Routing congestion map:
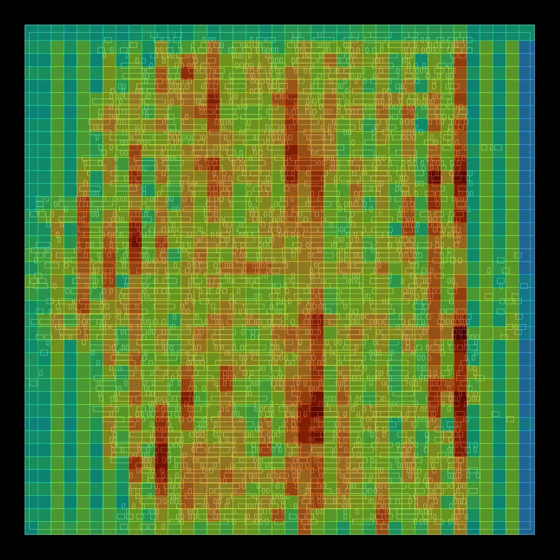
Routed metal per tile:
Drawn at 1.5 px/um. The die is cut into 27 by 27 equal tiles; white is low, dark blue is high, scaled to the fullest tile. Values are wire area over tile area, all layers added.
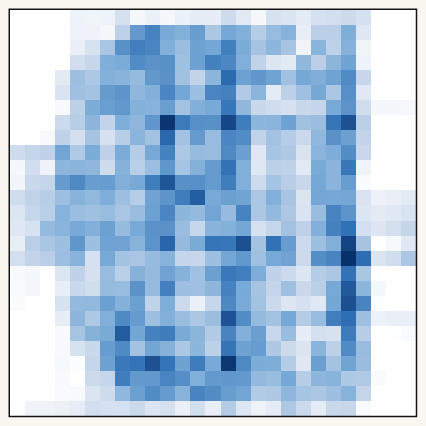
Clock wires, drivers and flops:
Drawn at 1.5 px/um.
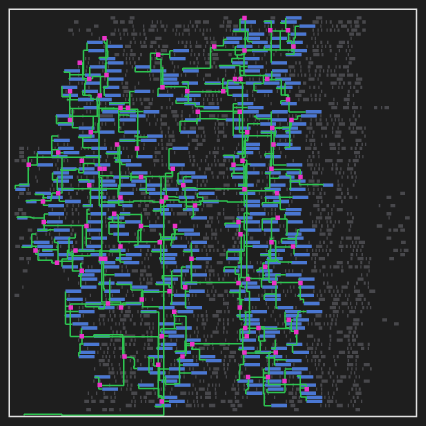
Logic cells by family:
Drawn at 1.5 px/um.
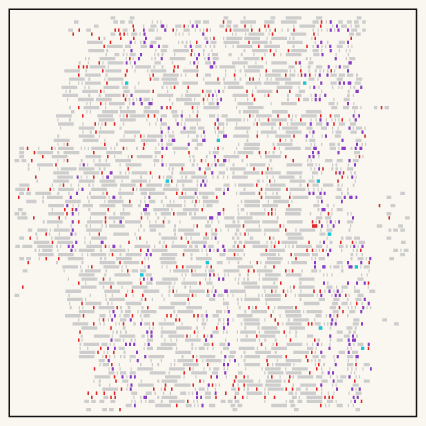
$ cat src/rtl/rect_pkg.sv
// Shared types and helpers for the rectangle overlay compositor.
// Slot field widths track the compositor's default geometry.
package rect_pkg;

    localparam int SLOT_XW = 10;
    localparam int SLOT_YW = 10;
    localparam int SLOT_CW = 2;
    localparam int IDX_W = 4;
    localparam int SPAN_W = 16;

    typedef struct packed {
        logic                   enable;
        logic [SLOT_XW-1:0]     x0;
        logic [SLOT_XW-1:0]     x1;
        logic [SLOT_YW-1:0]     y0;
        logic [SLOT_YW-1:0]     y1;
        logic [3*SLOT_CW-1:0]   color;
    } slot_t;

    typedef struct packed {
        logic [SPAN_W-1:0] lo;
        logic [SPAN_W-1:0] hi;
    } span_t;

    function automatic span_t min_max(
        input logic [SPAN_W-1:0] a,
        input logic [SPAN_W-1:0] b
    );
        span_t s;
        s.lo = (a < b) ? a : b;
        s.hi = (a < b) ? b : a;
        return s;
    endfunction

endpackage

$ cat src/rtl/rect_hit.sv
// Combinational hit test of one rectangle slot against one pixel.
// Edges are exclusive, so a span of width 0 or 1 never hits.
module rect_hit
    import rect_pkg::*;
#(
    parameter int XW = SLOT_XW,
    parameter int YW = SLOT_YW
) (
    input  logic          enable,
    input  logic [XW-1:0] x0,
    input  logic [XW-1:0] x1,
    input  logic [YW-1:0] y0,
    input  logic [YW-1:0] y1,
    input  logic [XW-1:0] pixel,
    input  logic [YW-1:0] line,
    output logic          hit
);

    span_t xs;
    span_t ys;
    logic [SPAN_W-1:0] px;
    logic [SPAN_W-1:0] ln;

    assign xs = min_max(SPAN_W'(x0), SPAN_W'(x1));
    assign ys = min_max(SPAN_W'(y0), SPAN_W'(y1));
    assign px = SPAN_W'(pixel);
    assign ln = SPAN_W'(line);

    assign hit = enable
               && (px > xs.lo) && (px < xs.hi)
               && (ln > ys.lo) && (ln < ys.hi);

endmodule

$ cat src/rtl/rect_compositor.sv
// Multi-rectangle overlay renderer with frame-synchronous config commit
// and a two-stage registered colour pipeline.
module rect_compositor
    import rect_pkg::*;
#(
    parameter int NUM_RECTS = 4,
    parameter int XW = SLOT_XW,
    parameter int YW = SLOT_YW,
    parameter int CW = SLOT_CW,
    parameter logic [3*CW-1:0] BG_COLOR = {3*CW{1'b1}}
) (
    input  logic          clk,
    input  logic          rst_n,
    input  logic [XW-1:0] pixel_in,
    input  logic [YW-1:0] line_in,
    input  logic          visible_in,
    input  logic          frame_start,
    input  logic          cfg_valid,
    output logic          cfg_ready,
    input  logic [3:0]    cfg_idx,
    input  logic          cfg_enable,
    input  logic [XW-1:0] cfg_x0,
    input  logic [XW-1:0] cfg_x1,
    input  logic [YW-1:0] cfg_y0,
    input  logic [YW-1:0] cfg_y1,
    input  logic [3*CW-1:0] cfg_color,
    output logic [CW-1:0] red,
    output logic [CW-1:0] green,
    output logic [CW-1:0] blue,
    output logic          visible_out,
    output logic          commit_pulse
);

    slot_t shadow [NUM_RECTS];
    slot_t active [NUM_RECTS];
    slot_t wr_slot;

    logic [NUM_RECTS-1:0] hits;
    logic [NUM_RECTS-1:0] hit_q;
    logic                 vis_q;
    logic [3*CW-1:0]      pick;
    logic [3*CW-1:0]      col_q;

    assign cfg_ready = rst_n & ~frame_start;

    assign wr_slot = '{
        enable: cfg_enable,
        x0:     cfg_x0,
        x1:     cfg_x1,
        y0:     cfg_y0,
        y1:     cfg_y1,
        color:  cfg_color
    };

    // Out-of-range indices match no slot, so such writes vanish.
    always_ff @(posedge clk) begin
        if (!rst_n) begin
            for (int i = 0; i < NUM_RECTS; i++) begin
                shadow[i] <= '0;
                active[i] <= '0;
            end
            commit_pulse <= 1'b0;
        end else begin
            commit_pulse <= frame_start;
            for (int i = 0; i < NUM_RECTS; i++) begin
                if (frame_start)
                    active[i] <= shadow[i];
                if (cfg_valid && cfg_ready && cfg_idx == IDX_W'(i))
                    shadow[i] <= wr_slot;
            end
        end
    end

    for (genvar g = 0; g < NUM_RECTS; g++) begin : g_hit
        rect_hit #(
            .XW(XW),
            .YW(YW)
        ) u_hit (
            .enable(active[g].enable),
            .x0    (active[g].x0),
            .x1    (active[g].x1),
            .y0    (active[g].y0),
            .y1    (active[g].y1),
            .pixel (pixel_in),
            .line  (line_in),
            .hit   (hits[g])
        );
    end

    // Walk downward so the lowest-index hit wins.
    always_comb begin
        pick = BG_COLOR;
        for (int i = NUM_RECTS - 1; i >= 0; i--) begin
            if (hit_q[i])
                pick = active[i].color;
        end
        if (!vis_q)
            pick = '0;
    end

    always_ff @(posedge clk) begin
        if (!rst_n) begin
            hit_q       <= '0;
            vis_q       <= 1'b0;
            col_q       <= '0;
            visible_out <= 1'b0;
        end else begin
            hit_q       <= hits;
            vis_q       <= visible_in;
            col_q       <= pick;
            visible_out <= vis_q;
        end
    end

    assign red   = col_q[3*CW-1:2*CW];
    assign green = col_q[2*CW-1:CW];
    assign blue  = col_q[CW-1:0];

endmodule

$ cat config.mk
export PLATFORM = sky130hd
export DESIGN_NAME = rect_compositor
export DESIGN_NICKNAME = d
export VERILOG_FILES = /design/src/rtl/rect_pkg.sv /design/src/rtl/rect_hit.sv /design/src/rtl/rect_compositor.sv
export SDC_FILE = /design/constraint.sdc
export NUM_CORES = 1
export LEC_CHECK = 0
export ABC_AREA = 1
export CAP_MARGIN = 20
export CELL_PAD_IN_SITES_DETAIL_PLACEMENT = 1
export CELL_PAD_IN_SITES_GLOBAL_PLACEMENT = 1
export CORE_MARGIN = 2
export CORE_UTILIZATION = 30
export CTS_BUF_LIST = sky130_fd_sc_hd__clkbuf_2
export CTS_CLUSTER_DIAMETER = 50
export DETAILED_ROUTE_END_ITERATION = 12
export HOLD_SLACK_MARGIN = 0.05
export PLACE_DENSITY = 0.55
export SLEW_MARGIN = 10
export SYNTH_ARGS = -nofsm -noshare
export SYNTH_HDL_FRONTEND = slang
export SYNTH_SLANG_ARGS = --single-unit
$ cat constraint.sdc
create_clock -name clk -period 7.68 [get_ports clk]
set_clock_uncertainty 0.2 [all_clocks]
set_input_delay 1.536 -clock clk [delete_from_list [all_inputs] [get_ports clk]]
set_output_delay 1.536 -clock clk [all_outputs]
set_load 0.01 [all_outputs]
==> writeup.txt <==
The run finished with clean final reports. TritonCTS built the clock tree. With the number of core rows at 97, the count of maximum capacitance violations is 0. The synthesized design contains 376 enable-type register cells.

At the pin with the least slew margin, the transition time is 0.891 ns. In this run the worst path has a maximum fanout of 12. The hold-fix buffer count after cts was 0; the global-route wire length before repair was 92500 um.

Detailed-route iteration 0 reported a violation count of 616. The most critical setup path has its startpoint at rst_n. The synthesized netlist handed to floorplanning was reported with a cell count of 2276. The number of failing hold endpoints at the final stage was 0. The most common logic cell in the final layout is sky130_fd_sc_hd__nor2_1. Detailed placement reports a standard cell area of 23200 um^2.

The main logic family after synthesis is simple AND/OR/NAND/NOR gates. The run gives 3424 as the post-route non-filler standard cell count. Number of antenna violations at the first check in global routing: 1. The launch instance of the worst register-to-register path was active[0][21]. The tools report the number of global-route vias before repair as 16080. Post-layout period usage of the worst path: 0.688. Note that the worst hold path type here is flip-flop to flip-flop.

XOR/XNOR share of the synthesized area: 0. The tools report the total nets after synthesis as 2576. For this design the static power due to leakage is 11.0 nW. End point of the worst hold path: active[3][46]. The run gives 3 as the number of buffers on the longest clock path. The run gives 0 as the DRC violations left. For this design the ratio of total power to cell area is 208 nW/um^2. The number of warnings the tools reported works out to 28. The run gives 3.55 ns for the arrival time of data at the critical path endpoint.

With the worst reg2reg path depth at 19, the chip width is 270 um. The top cell types in the final layout, fill and taps aside, are sky130_fd_sc_hd__nor2_1, sky130_fd_sc_hd__inv_1, sky130_fd_sc_hd__edfxtp_1, sky130_fd_sc_hd__nand2_1, sky130_fd_sc_hd__ha_1. The tools report the sum of routed wire length over all layers as 61100 um. The tools report the cell count after placement as 3245. STA classifies the critical path endpoint as a primary output. The die covers 73200 um^2. The root buffer cell was sky130_fd_sc_hd__clkbuf_2.

Post-CTS setup buffer count: 0. The finished design was reported to have a net count of 2711. Nets still carrying antenna violations after routing amount to 0. The peak clock frequency supported by timing came out at 189 MHz.

The post-synthesis share of cell area spent on and-or and or-and gates works out to 0.0742. The run gives 1.05 ns for the later-pin clock latency in the skew report.
## Picture notes: 'routing congestion map'
utilization after layout: 0.344
GRT Total Usage: 0.167
global-route layer with the greatest usage: met2
global-route track usage on met1: 0.215
met2 Resource Use GR: 0.280

## Picture notes: 'routed metal per tile'
fullest tile: 0.39
nearly empty tiles: 16%
emptiest ninth of the die: north-west
mean over tiles: 0.13
tiles over half the peak: 25%

## Picture notes: 'clock wires, drivers and flops'
[flip-flops] blue | count: 389
[clock wires] green | length: 6020 um
[clock drivers] magenta | count: 104
routed clock nets: 105

## Picture notes: 'logic cells by family'
[inv cells] red | cells: 399
[non-inverting ao/oa cells] cyan | cells: 11
[aoi and oai cells] purple | cells: 283

## worst max-delay path: stages
cell,delay [ns]
sky130_fd_sc_hd__clkdlybuf4s50_1,0.95
sky130_fd_sc_hd__inv_1,0.13
sky130_fd_sc_hd__nor2_2,0.32
sky130_fd_sc_hd__clkdlybuf4s50_1,0.61
## state kept, by name, summed over array words and instances, names as in the netlist
name and flops:
active 188, col_q 6, commit_pulse 1, hit_q 4
shadow 188, vis_q 1, visible_out 1
## cells in the mapped netlist (13+ instances only)
cell type	number
sky130_fd_sc_hd__nand4_1	21
sky130_fd_sc_hd__clkbuf_1	25
sky130_fd_sc_hd__ha_1	224
sky130_fd_sc_hd__nand3_1	38
sky130_fd_sc_hd__inv_1	390
sky130_fd_sc_hd__buf_2	40
sky130_fd_sc_hd__nand2_1	312
sky130_fd_sc_hd__edfxtp_1	376
sky130_fd_sc_hd__nor2_1	510
sky130_fd_sc_hd__o21ai_0	97
sky130_fd_sc_hd__a21oi_1	150
sky130_fd_sc_hd__dfxtp_1	13
## where the power goes
| group | leakage, nW | internal [W] | switching [W] |
|---|---|---|---|
| Clock | 0.735 | 0.000615 | 0.000860 |
| Combinational | 6.32 | 0.000357 | 0.000668 |
| Sequential | 3.99 | 0.00245 | 0.0000536 |
| Total | 11.0 | 0.00342 | 0.00158 |
## final cells by class
| class | instances | area, um^2 |
|---|---|---|
| repair buffers | 103 | 1020 |
| flip-flops and latches | 389 | 11600 |
| clock buffers | 162 | 811 |
| diodes | 1 | 2.50 |
| inverters | 399 | 1510 |
| multi-input cells | 1414 | 7920 |
| well taps | 940 | 1180 |
| fillers | 8289 | 46100 |
| clock inverters | 16 | 119 |
## per-layer routing
layer,routed length (um),vias up
met5,0,-
met1,28300,7404
met4,1960,0
met2,28800,266
met3,2040,89
li1,-,7776
Power figures rest on the tool's default switching activity, not on a simulated workload.
